Track usage over the die:
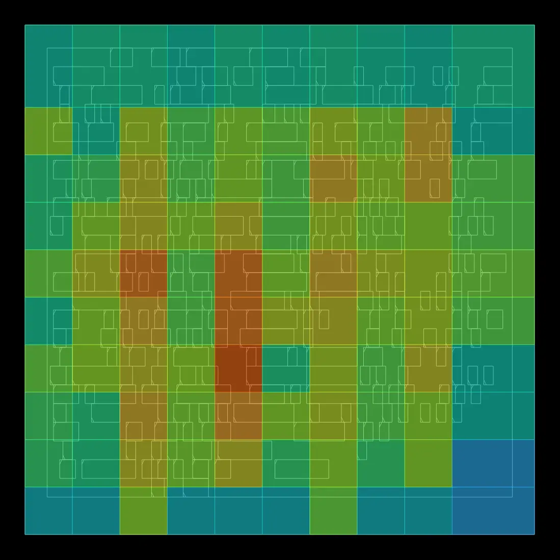
Clock wires, drivers and flops:
Bar = 20 um.
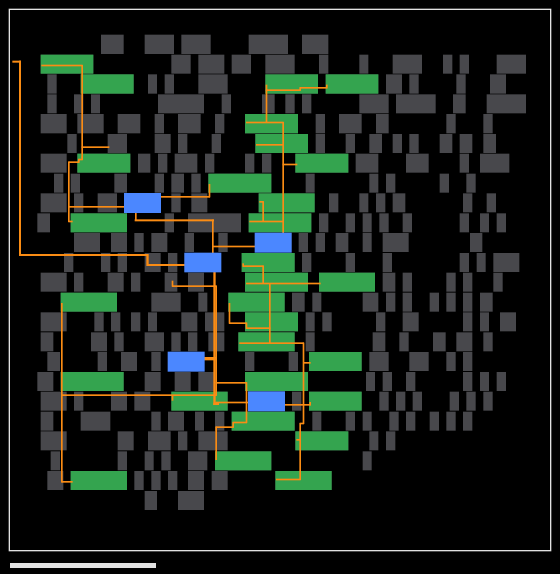
Register map, names as in the netlist:
Bar = 20 um. Other sequential cells in the stronger gray, the rest of the logic in the fainter gray.
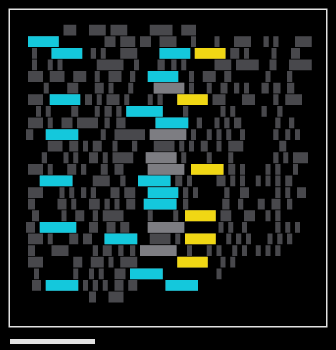
$ cat src/rtl/hazard_forward_unit_pkg.sv
// Shared types and encodings for the hazard/forwarding controller.
package core_pkg;

   localparam int CORE_AW = 5;

   // Execute operand mux select encodings; 2'b11 is never produced.
   typedef logic [1:0] fwd_sel_t;
   localparam fwd_sel_t FWD_RF  = 2'b00;
   localparam fwd_sel_t FWD_WB  = 2'b01;
   localparam fwd_sel_t FWD_MEM = 2'b10;

   // Full tag of the instruction in Execute.
   typedef struct packed {
      logic [CORE_AW-1:0] rs1;
      logic [CORE_AW-1:0] rs2;
      logic [CORE_AW-1:0] rd;
      logic               regwrite;
      logic               load;
   } stage_tag_t;

   // Memory and Writeback only need the destination side of the tag.
   typedef struct packed {
      logic [CORE_AW-1:0] rd;
      logic               regwrite;
      logic               load;
   } dst_tag_t;

   localparam int NUM_OPS = 2;

endpackage

$ cat src/rtl/hazard_forward_unit_fwd_select.sv
// Operand forward select for one Execute source: M beats W beats register file.
module fwd_select
   import core_pkg::*;
(
   input  logic [CORE_AW-1:0] src,
   input  dst_tag_t           m,
   input  dst_tag_t           w,
   output fwd_sel_t           sel
);

   // Youngest matching writer wins; x0 is never forwarded.
   always_comb begin
      sel = FWD_RF;
      if (m.regwrite && (m.rd != '0) && (m.rd == src))
         sel = FWD_MEM;
      else if (w.regwrite && (w.rd != '0) && (w.rd == src))
         sel = FWD_WB;
   end

endmodule

$ cat src/rtl/hazard_forward_unit.sv
// Hazard and forwarding controller: shadows E/M/W register tags and derives
// Execute operand selects plus F/D/E stall and flush controls.
module hazard_forward_unit
   import core_pkg::*;
#(
   parameter int REG_AW = CORE_AW,
   parameter int FWD_W  = 2
)(
   input  logic              clk,
   input  logic              reset,
   input  logic [REG_AW-1:0] rs1D,
   input  logic [REG_AW-1:0] rs2D,
   input  logic [REG_AW-1:0] rdD,
   input  logic              regwriteD,
   input  logic              loadD,
   input  logic              pcsrcE,
   output logic [FWD_W-1:0]  forwardAE,
   output logic [FWD_W-1:0]  forwardBE,
   output logic              stallF,
   output logic              stallD,
   output logic              flushD,
   output logic              flushE
);

   stage_tag_t e_q;
   dst_tag_t   m_q, w_q;
   logic       lw_stall;

   // Shadow pipeline: advances every cycle, E takes a bubble on flushE.
   always_ff @(posedge clk) begin
      if (reset) begin
         e_q <= '0;
         m_q <= '0;
         w_q <= '0;
      end else begin
         w_q <= m_q;
         m_q <= '{rd: e_q.rd, regwrite: e_q.regwrite, load: e_q.load};
         if (flushE)
            e_q <= '0;
         else
            e_q <= '{rs1: rs1D, rs2: rs2D, rd: rdD, regwrite: regwriteD, load: loadD};
      end
   end

   // One select unit per Execute operand (A uses rs1, B uses rs2).
   logic     [NUM_OPS-1:0][CORE_AW-1:0] op_src;
   fwd_sel_t [NUM_OPS-1:0]              op_sel;

   assign op_src[0] = e_q.rs1;
   assign op_src[1] = e_q.rs2;

   for (genvar g = 0; g < NUM_OPS; g++) begin : g_op
      fwd_select u_fwd (
         .src (op_src[g]),
         .m   (m_q),
         .w   (w_q),
         .sel (op_sel[g])
      );
   end

   assign forwardAE = op_sel[0];
   assign forwardBE = op_sel[1];

   // Load-use hazard; a taken branch squashes the Decode consumer instead.
   always_comb begin
      lw_stall = e_q.load && (e_q.rd != '0) &&
                 ((e_q.rd == rs1D) || (e_q.rd == rs2D)) && !pcsrcE;
   end

   assign stallF = lw_stall;
   assign stallD = lw_stall;
   assign flushD = pcsrcE;
   assign flushE = lw_stall | pcsrcE;

   // Load flags in M/W are tracked for completeness but steer nothing.
   logic unused_tags;
   assign unused_tags = &{1'b0, m_q.load, w_q.load};

endmodule

$ cat config.mk
export PLATFORM = sky130hd
export DESIGN_NAME = hazard_forward_unit
export DESIGN_NICKNAME = d
export VERILOG_FILES = /design/src/rtl/hazard_forward_unit_pkg.sv /design/src/rtl/hazard_forward_unit_fwd_select.sv /design/src/rtl/hazard_forward_unit.sv
export SDC_FILE = /design/constraint.sdc
export NUM_CORES = 1
export LEC_CHECK = 0
export ABC_AREA = 1
export CAP_MARGIN = 30
export CELL_PAD_IN_SITES_DETAIL_PLACEMENT = 1
export CELL_PAD_IN_SITES_GLOBAL_PLACEMENT = 1
export CORE_MARGIN = 3
export CORE_UTILIZATION = 32
export DETAILED_ROUTE_END_ITERATION = 10
export GPL_ROUTABILITY_DRIVEN = 0
export GPL_TIMING_DRIVEN = 0
export PLACE_DENSITY_LB_ADDON = 0.1
export SYNTH_ARGS = -nofsm -noshare
export SYNTH_HDL_FRONTEND = slang
export SYNTH_HIERARCHICAL = 1
export SYNTH_SLANG_ARGS = --single-unit
export TNS_END_PERCENT = 10
$ cat constraint.sdc
create_clock -name clk -period 1.4 [get_ports clk]
set_input_delay 0.42 -clock clk [delete_from_list [all_inputs] [get_ports clk]]
set_output_delay 0.42 -clock clk [all_outputs]
set_load 0.05 [all_outputs]
==> metrics.cfg <==
[status]
status=complete, but fails checks
violations=negative setup slack

[critical_path]
cp_cell_sequence=clkdlybuf4s15_1 > inv_4 > nand2_1 > nand2_1 > nor2_2 > nand3_1 > nand2_1 > nand2_2 > nor2_4 > buf_6 > buf_8
path_class=in -> out
r2r_end=e_q[10]
cp_data_arrival_time_ps=1540
critPathLaunch=rs1D[1]
cp_top_family=simple AND/OR/NAND/NOR gates
critPathSlowestCell=clkdlybuf4s15_1

[pwr]
p_seq_frac=0.485
clkPwrFrac=0.363
total_leakage_power_nw=0.9637
pwr-share-comb=0.152
irDropWorstVdd_mv=0.5891

[floorplanning]
core-area_mm2=0.004414
initial_core_util=0.3359
die_area_mm2=0.005486

[finish]
antennaDiodeCount=0
final_common_cell=nand2_1
postLayoutCellArea_mm2=0.002062
synthToLayoutAreaGrowth_pct=39.07

[sta]
worst_slack_ps=-560.3
skew_ps=10.16
whs_ps=378.6
setup_viol=7
slew_viol_final=0

[placed_design]
place_area_mm2=0.001866
hpwl_um=2875
port_buffers=27

[drt]
ant_nets=0

[grt]
grt_pass1_vias=1376
grt_first_pass_wirelength_um=5892

[hold_path]
min_path_cells=3

[cts]
numCtsBuffers=5
cts_resized=104

[yosys]
syn_nets=256

Back to the opening pictures, 'track usage over the die':
met3 Track Usage GR: 0.02432
WL/cell: 10.91 um
Layout Utilization: 0.4671

Back to the opening pictures, 'clock wires, drivers and flops':
Key: cells driving clock nets = blue [count 5]; clock wires = orange [length 373 um]; flip-flops = green [count 29]
There are 6 routed clock nets.

Back to the opening pictures, 'register map, names as in the netlist':
Key: `e_q` = cyan [placed flops 17]; `w_q` = yellow [placed flops 6]
Another 6 sequential cells are not colored.
sequential cell area share: 0.2985
Flop area: 615.6 um^2
Seq group: 877 uW

## registers in the layout, indices dropped and copies added, names as in the netlist
register  count
e_q          17
m_q           6
w_q           6
## metrics by stage
step | worst slack (ps) | total power [mW] | TNS, ps
detailed placement | -1601 | 1.162 | -20790
CTS | -564.2 | 1.823 | -3083
global route | -659.2 | 1.903 | -4029
floorplan | -390.9 | 1.049 | -1407
finish | -560.3 | 1.808 | -2950
global placement | -1586 | 1.156 | -20090
## area by class of cell
cell class              count  area [um^2]  share of cell area
inverters                  59        234.0              0.1135
well taps                  52        65.06             0.03155
plain buffers               4        43.79             0.02124
flip-flops and latches     29        615.6              0.2985
repair buffers             31        290.3              0.1408
clock inverters             3        17.52            0.008495
clock buffers               5        68.82             0.03337
multi-input cells         144        726.9              0.3525
No activity file was given, so power comes from the tool's default toggle rates.
